==> config.mk <==
export PLATFORM = sky130hd
export DESIGN_NAME = fetch_queue_stage_flat
export DESIGN_NICKNAME = d
export VERILOG_FILES = /design/src/rtl/fetch_pkg.sv /design/src/rtl/fetch_queue_stage_if.sv /design/src/rtl/fetch_fifo.sv /design/src/rtl/fetch_queue_stage.sv /design/src/flat_wrapper.sv
export SDC_FILE = /design/constraint.sdc
export NUM_CORES = 1
export LEC_CHECK = 0
export ABC_AREA = 1
export CORE_MARGIN = 2
export CORE_UTILIZATION = 48
export DETAILED_ROUTE_END_ITERATION = 10
export HOLD_SLACK_MARGIN = 0.02
export PLACE_DENSITY = 0.78
export SYNTH_ARGS = -nofsm -noshare
export SYNTH_HDL_FRONTEND = slang
export SYNTH_SLANG_ARGS = --single-unit
export TNS_END_PERCENT = 10
==> constraint.sdc <==
create_clock -name clk -period 12.86 [get_ports clk]
set_input_delay 2.572 -clock clk [delete_from_list [all_inputs] [get_ports clk]]
set_output_delay 2.572 -clock clk [all_outputs]
set_load 0.05 [all_outputs]
**Run 1: sizing map**

Drawn at 1.5 px/µm.
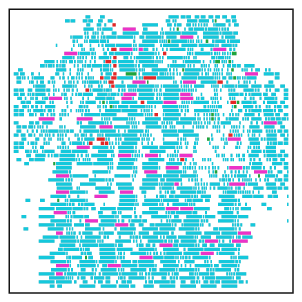
legend:
  _6 and larger:
    colour: magenta
    cells: 49
    share: 2.5%
  _0 and _1 cells:
    colour: cyan
    cells: 1826
    share: 95%
  _2 cells:
    colour: green
    cells: 24
    share: 1.2%
  _3 and _4 cells:
    colour: red
    cells: 23
    share: 1.2%
nonclk buf count: 202
area grow syn2layout: 20.8%
design area: 19700 µm²
Final WS setup: 6.97 ns

**Run 1: metal 3**

Drawn at 2 px/µm. Cells faint in the background.
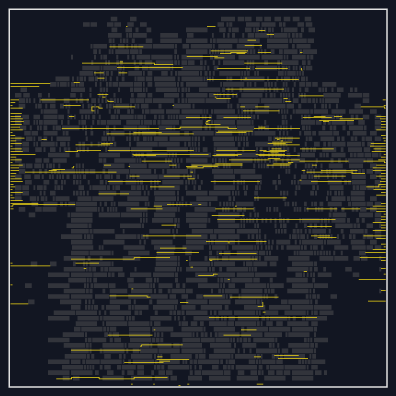
longest straight run: 58.9 µm
main direction: horizontal
share of all routed wire: 6.7%
met3 Use GR: 0.0322
routed vias: 12700
routed wire length: 40800 µm

**Run 1: clock routing**

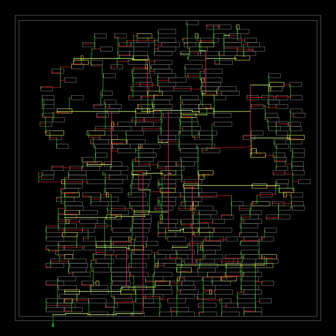
CTS sink count: 380
Worst Skew: 0.0130 ns
CLK BUF: 53

==> results_slide.txt, run 1 <==
Key Metrics from the Run

Final layout
  – Logic area: 5390 µm²
  – Nets: 1969
  – Largest register FFs: 248
  – Fill cells: 2723
  – Layout cells sized above 1: 0.0499

Placed design
  – Placed inst area: roughly 18000 µm²
  – Gpl congestion: between 0.8 and 0.9
  – Buffers added on ports: ~190
  – Hpwl dp: roughly 25000 µm

Routing
  – Per-cell routed wire length: approximately 17 µm
  – # DRC: 0
  – Post-route ant nets: 0
  – TritonRoute pass-1 iters: 8
  – Via/cell ratio: ~5.4

Die
  – Fp util: 0.486
  – Die span in y: between 150 and 200 µm
  – Die width: 188 µm
  – I/O pins: slightly below 200
  – Std-Cell Rows: between 60 and 70
  – Die ar.: about 35000 µm²

Synth
  – Compound Share, Synth: 0.0965
  – XOR Share, Synth: 0.0156
  – Post-synth top cells: nand2_1, nor2_1, edfxtp_1
  – Yosys Instances: between 1500 and 2000
  – Yosys Chip Area: 16300 µm²
  – Yosys cell types: about 41
  – Cell area leaders: edfxtp_1, dfxtp_1, nand2_1
  – Ys flop type: edfxtp_1
  – Avg Synthesized Cell Area: 9.37 µm²
  – Register area share after synthesis: 0.620
  – Mapped Cells: roughly 1700
  – Asr flop ratio synth: 0
  – Yosys simple share: 0.208
  – Largest area contributor in the netlist: edfxtp_1
  – Count leader, synth: nand2_1
  – Syn. warnings: 0
  – Mux share: 0
  – Post-synth EDFFs: 248
  – Yosys top cell area share: 0.458

Clocking
  – Hold_buf cts: 0
  – Post-CTS sizing: 0
  – Clock buffer count from CTS: 39
  – Clk Tree Root Cell: clkbuf_16
  – Skew-Pair Late Insertion Delay: 0.53 ns
  – Clock Pin Slew Worst Setup and Hold Paths: 0.06 ns
  – CTS max path bufs: 3
  – Number of setup buffers added after CTS: 0
  – # H-tree levels: 2
  – CTS tree: built

GRT
  – GRT Overall Usage: 0.228
  – Gr ovfl total: 0
  – First-pass GRT wire length: 64300 µm
  – Number of global-route vias before repair: 12100
  – Initial antenna violation count: 1

Setup path
  – FF-to-FF setup slack: 9.77 ns
  – Crit end category: flip-flop
  – Critical path peak fanout: around 110
  – Critical path required time: approximately 13 ns
  – R2r worst-path depth: 14
  – Startpoint types: input pin

Final timing
  – Endpoints failing setup: 0
  – Final Cycle Share: 0.458
  – RSZ-0062 raised after global routing: false
  – Setup tns final: 0 ns
  – Crit path time final: 5.89 ns
  – Fmax: approximately 170 MHz
  – Hold Vio Cnt, Final: 0
  – Slew @ Worst Pin: about 1.1 ns

Status
  – Outcome: finished, final reports clean

Flow run
  – Maxcap violations: 0
  – OpenROAD warning count: 35

Power
  – Worst IR Drop VDD: 0.0803 mV
  – Lkg Pwr: between 0.007 and 0.008 µW
  – PD cells: approximately 140 nW/µm²
-- run 1: layout by cell type (no fill, tap or decap), types with 2 or more instances in the layout --
cell type          n
dfxtp_1          130
nand3_2            2
o211ai_1           2
ha_1               8
xor2_1            25
clkinv_2           7
buf_4             13
bufinv_16          4
clkbuf_16         39
clkbuf_8           2
edfxtp_1         248
inv_6              2
a22o_1             2
a221o_1            3
nand2_1          453
nor2_1           250
o22ai_1            2
nor2_4             6
inv_16             2
a21oi_1           71
clkinv_4           2
nand3_1           90
nor3_1            13
nand3b_1           3
clkdlybuf4s50_1  189
o21ai_0          162
clkinv_1           4
inv_1             87
nand2_2            3
clkbuf_1          12
xnor2_1            4
conb_1             6
nor2_2             9
a31oi_1           48
nand4_1            8
-- run 1: report_power, final --
group          switching [µW]  internal, µW
Combinational             135          64.0
Sequential               26.4          1340
Clock                     460           661
-- run 1: final cells by class --
class | instances | share of cell area
diodes | 1 | 0.000127
inverters | 90 | 0.0174
well taps | 448 | 0.0285
multi-input cells | 1178 | 0.274
clock inverters | 19 | 0.0118
repair buffers | 202 | 0.101
flip-flops and latches | 380 | 0.514
clock buffers | 53 | 0.0533
-- run 1: cells by family after synthesis --
logic type               after synthesis
AND/OR/NAND/NOR                      840
flip-flops                           380
AND-OR/OR-AND                        294
buffers and inverters                183
XOR/XNOR                              29
adder cells (fa/ha/maj)                9
other                                  1
-- run 1: worst max-delay path: stages --
cell and delay, ns:
clkdlybuf4s50_1 0.98, or2_1 0.52, nor3_4 0.18, buf_4 0.75
ha_1 0.38, inv_1 0.06, ha_1 0.13, inv_1 0.05
fa_1 0.37, xor2_1 0.19, inv_1 0.06, nor2_1 0.08
-- run 1: stage by stage --
step / util / hold WS, ns / total power, µW / cells
after global placement: 0.549 / 0.445 / 1580 / 2298
after floorplan: - / 0.436 / 1510 / 1741
after CTS: 0.588 / 0.474 / 2700 / 2370
after global routing: 0.588 / 0.501 / 2780 / 2371
after detailed placement: 0.549 / 0.456 / 1590 / 2298
final: 0.588 / 0.469 / 2690 / 2371
-- run 1: routing by layer --
layer / routed length (µm) / GRT usage / vias up
met5: 0 / 0 / -
met4: 738 / 0.0572 / 0
met3: 2740 / 0.0322 / 48
met2: 19000 / 0.376 / 459
met1: 18300 / 0.320 / 6060
li1: - / - / 6157
==> run 1 -> run 2 <==
clock period = 5.6 ns   (was 12.86 ns; I/O delays follow)
**Run 2: placed cells, one colour a class**

Drawn at 2 px/µm.
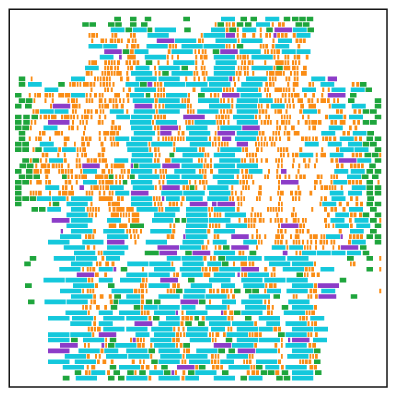
legend:
  combinational and other logic:
    colour: orange
    cells: 1268
  sequential cells:
    colour: cyan
    cells: 380
  remaining buffers and delay cells:
    colour: green
    cells: 204
  clock drivers and dummy loads:
    colour: purple
    cells: 70
design area: 19700 µm²
area of the core: 33400 µm²
Std-Cell Rows: 67
fraction of area in registers: 0.512
post-layout util: 0.590

==> results_slide.txt, run 2 <==
Key Metrics from the Run

Status
  – Outcome: finished, final reports clean

Routing
  – Routed wire length: 40800 µm (about the same)
  – TritonRoute pass-1 iters: 5 (-3)
  – Via/cell ratio: 5.36 (about the same)
  – Routed vias: 12700 (-0.13%)
  – Post-route ant nets: 0 (unchanged)
  – # DRC: 0 (unchanged)
  – Per-cell routed wire length: 17.2 µm (about the same)

Clocking
  – Hold_buf cts: 0 (unchanged)
  – CTS tree: built
  – Clock buffer count from CTS: 38 (-2.6%)
  – Number of setup buffers added after CTS: 0 (unchanged)
  – CTS sink count: 380 (unchanged)
  – Post-CTS sizing: 0 (unchanged)
  – # H-tree levels: 2 (unchanged)
  – CTS max path bufs: 3 (unchanged)
  – Clock Pin Slew Worst Setup and Hold Paths: 0.06 ns (about the same)
  – Skew-Pair Late Insertion Delay: 0.53 ns (about the same)
  – Clk Tree Root Cell: clkbuf_16

Final layout
  – Layout cells sized above 1: 0.0531 (+0.00312)
  – Largest register FFs: 248 (unchanged)
  – Dominant logic cell types in the final layout: nand2_1, nor2_1, edfxtp_1
  – Diodes inserted: 0 (-1)
  – Commonest Layout Cell: nand2_1
  – Nets: 1970 (+0.051%)
  – Area grow syn2layout: 21.2%
  – Fill cells: 2722 (-0.037%)
  – Logic area: 5390 µm² (unchanged)

Final timing
  – Slew @ Worst Pin: 1.00 ns (-0.0770 ns)
  – Setup tns final: 0 ns (unchanged)
  – Fmax: 295 MHz
  – Hold Vio Cnt, Final: 0 (unchanged)
  – Max Slew Vio Count: 0
  – Final WS setup: 2.21 ns (-4.76 ns)
  – RSZ-0062 raised after global routing: false
  – Crit path time final: approximately 3.4 ns
  – Endpoints failing setup: 0 (unchanged)
  – Worst Skew: 0.0124 ns (-0.000620 ns)
  – Final Cycle Share: 0.606

Synth
  – Avg Synthesized Cell Area: 9.37 µm² (unchanged)
  – Yosys cell types: 41 (unchanged)
  – Mapped Cells: 1736 (unchanged)
  – Yosys Chip Area: 16300 µm² (unchanged)
  – Count leader, synth: nand2_1
  – Yosys top cell area share: 0.458 (unchanged)
  – Yosys Instances: 1736 (unchanged)
  – Register area share after synthesis: 0.620 (unchanged)
  – Cell area leaders: edfxtp_1, dfxtp_1, nand2_1
  – Asr flop ratio synth: 0 (unchanged)
  – Ys flop type: edfxtp_1
  – Post-synth EDFFs: 248 (unchanged)
  – Post-synth top cells: nand2_1, nor2_1, edfxtp_1
  – Largest area contributor in the netlist: edfxtp_1

Die
  – Die span in y: 188 µm (unchanged)
  – Die width: 188 µm (unchanged)
  – I/O pins: 198 (unchanged)
  – Die ar.: 35400 µm² (unchanged)

Setup path
  – Crit end category: flip-flop
  – R2r worst-path depth: 13 (-1)
  – Cells along the critical path: clkdlybuf4s50_1, nor2_1, clkinv_1, nor2_4, buf_4
  – Startpoint types: input pin
  – Max incr delay on CP: 0.70 ns (-0.28 ns)
  – Critical path required time: 5.75 ns (-7.58 ns)
  – Slowest cell on crit path: buf_4
  – FF-to-FF setup slack: 2.38 ns (-7.39 ns)

Flow run
  – OpenROAD warning count: 35 (unchanged)
  – Maxcap violations: 0 (unchanged)

GRT
  – GRT Overall Usage: 0.230 (+0.00192)
  – Gr ovfl total: 0 (unchanged)
  – First-pass GRT wire length: 64400 µm (+0.25%)
  – Number of global-route vias before repair: 12000 (-0.84%)
  – Initial antenna violation count: 0 (-1)

Power
  – Worst IR Drop VDD: 0.174 mV (+120%)
  – PD cells: 315 nW/µm² (+130%)
  – Lkg Pwr: 0.00743 µW (+0.21%)

Placed design
  – Hpwl dp: 26200 µm (+3.3%)
  – Gpl congestion: 0.865 (+0.41%)
  – Buffers added on ports: 189 (unchanged)
## run 2: power breakdown
part / leakage [µW] / internal, µW / switching, µW
clock: 0.000630 / 1570 / 1060
combinational: 0.00342 / 148 / 310
sequential: 0.00338 / 3080 / 60.9
total: 0.00743 / 4790 / 1430
## run 2: cell families after synthesis
kind of cell / count (synthesis) / synth area share
xor+xnor: 29 / 0.0156
simple gates: 840 / 0.208
fa+ha+maj: 9 / 0.00738
other cells: 1 / 0.000230
buf+inv: 183 / 0.0524
flops: 380 / 0.620
compound gates: 294 / 0.0965
## run 2: final cells by class
cell class / instances / share of cell area
timing repair buffer: 204 / 0.103
clock inverter: 19 / 0.0129
sequential: 380 / 0.512
multi-input combinational: 1178 / 0.273
inverter: 90 / 0.0174
tap: 448 / 0.0284
clock buffer: 51 / 0.0534
## run 2: layer usage
layer | up-vias | share of wire | GRT usage
met3 | 66 | 0.070 | 0.0294
met2 | 490 | 0.47 | 0.376
met5 | - | 0 | 0
met1 | 5997 | 0.44 | 0.323
li1 | 6155 | - | -
met4 | 0 | 0.023 | 0.0684
## run 2: critical path: cells and delay by family
kind	cells	cell delay [ns]
buffers and inverters	3	1.67
and+or+nand+nor	2	0.68
## run 2: metrics by stage
step                      cells  instance area (µm²)  power, µW
after global placement     2300                18400       3630
final                      2370                19700       6220
after CTS                  2370                19700       6250
after global routing       2370                19700       6420
after floorplan            1741                16300       3460
after detailed placement   2300                18400       3650
No activity file was given, so power comes from the tool's default toggle rates.
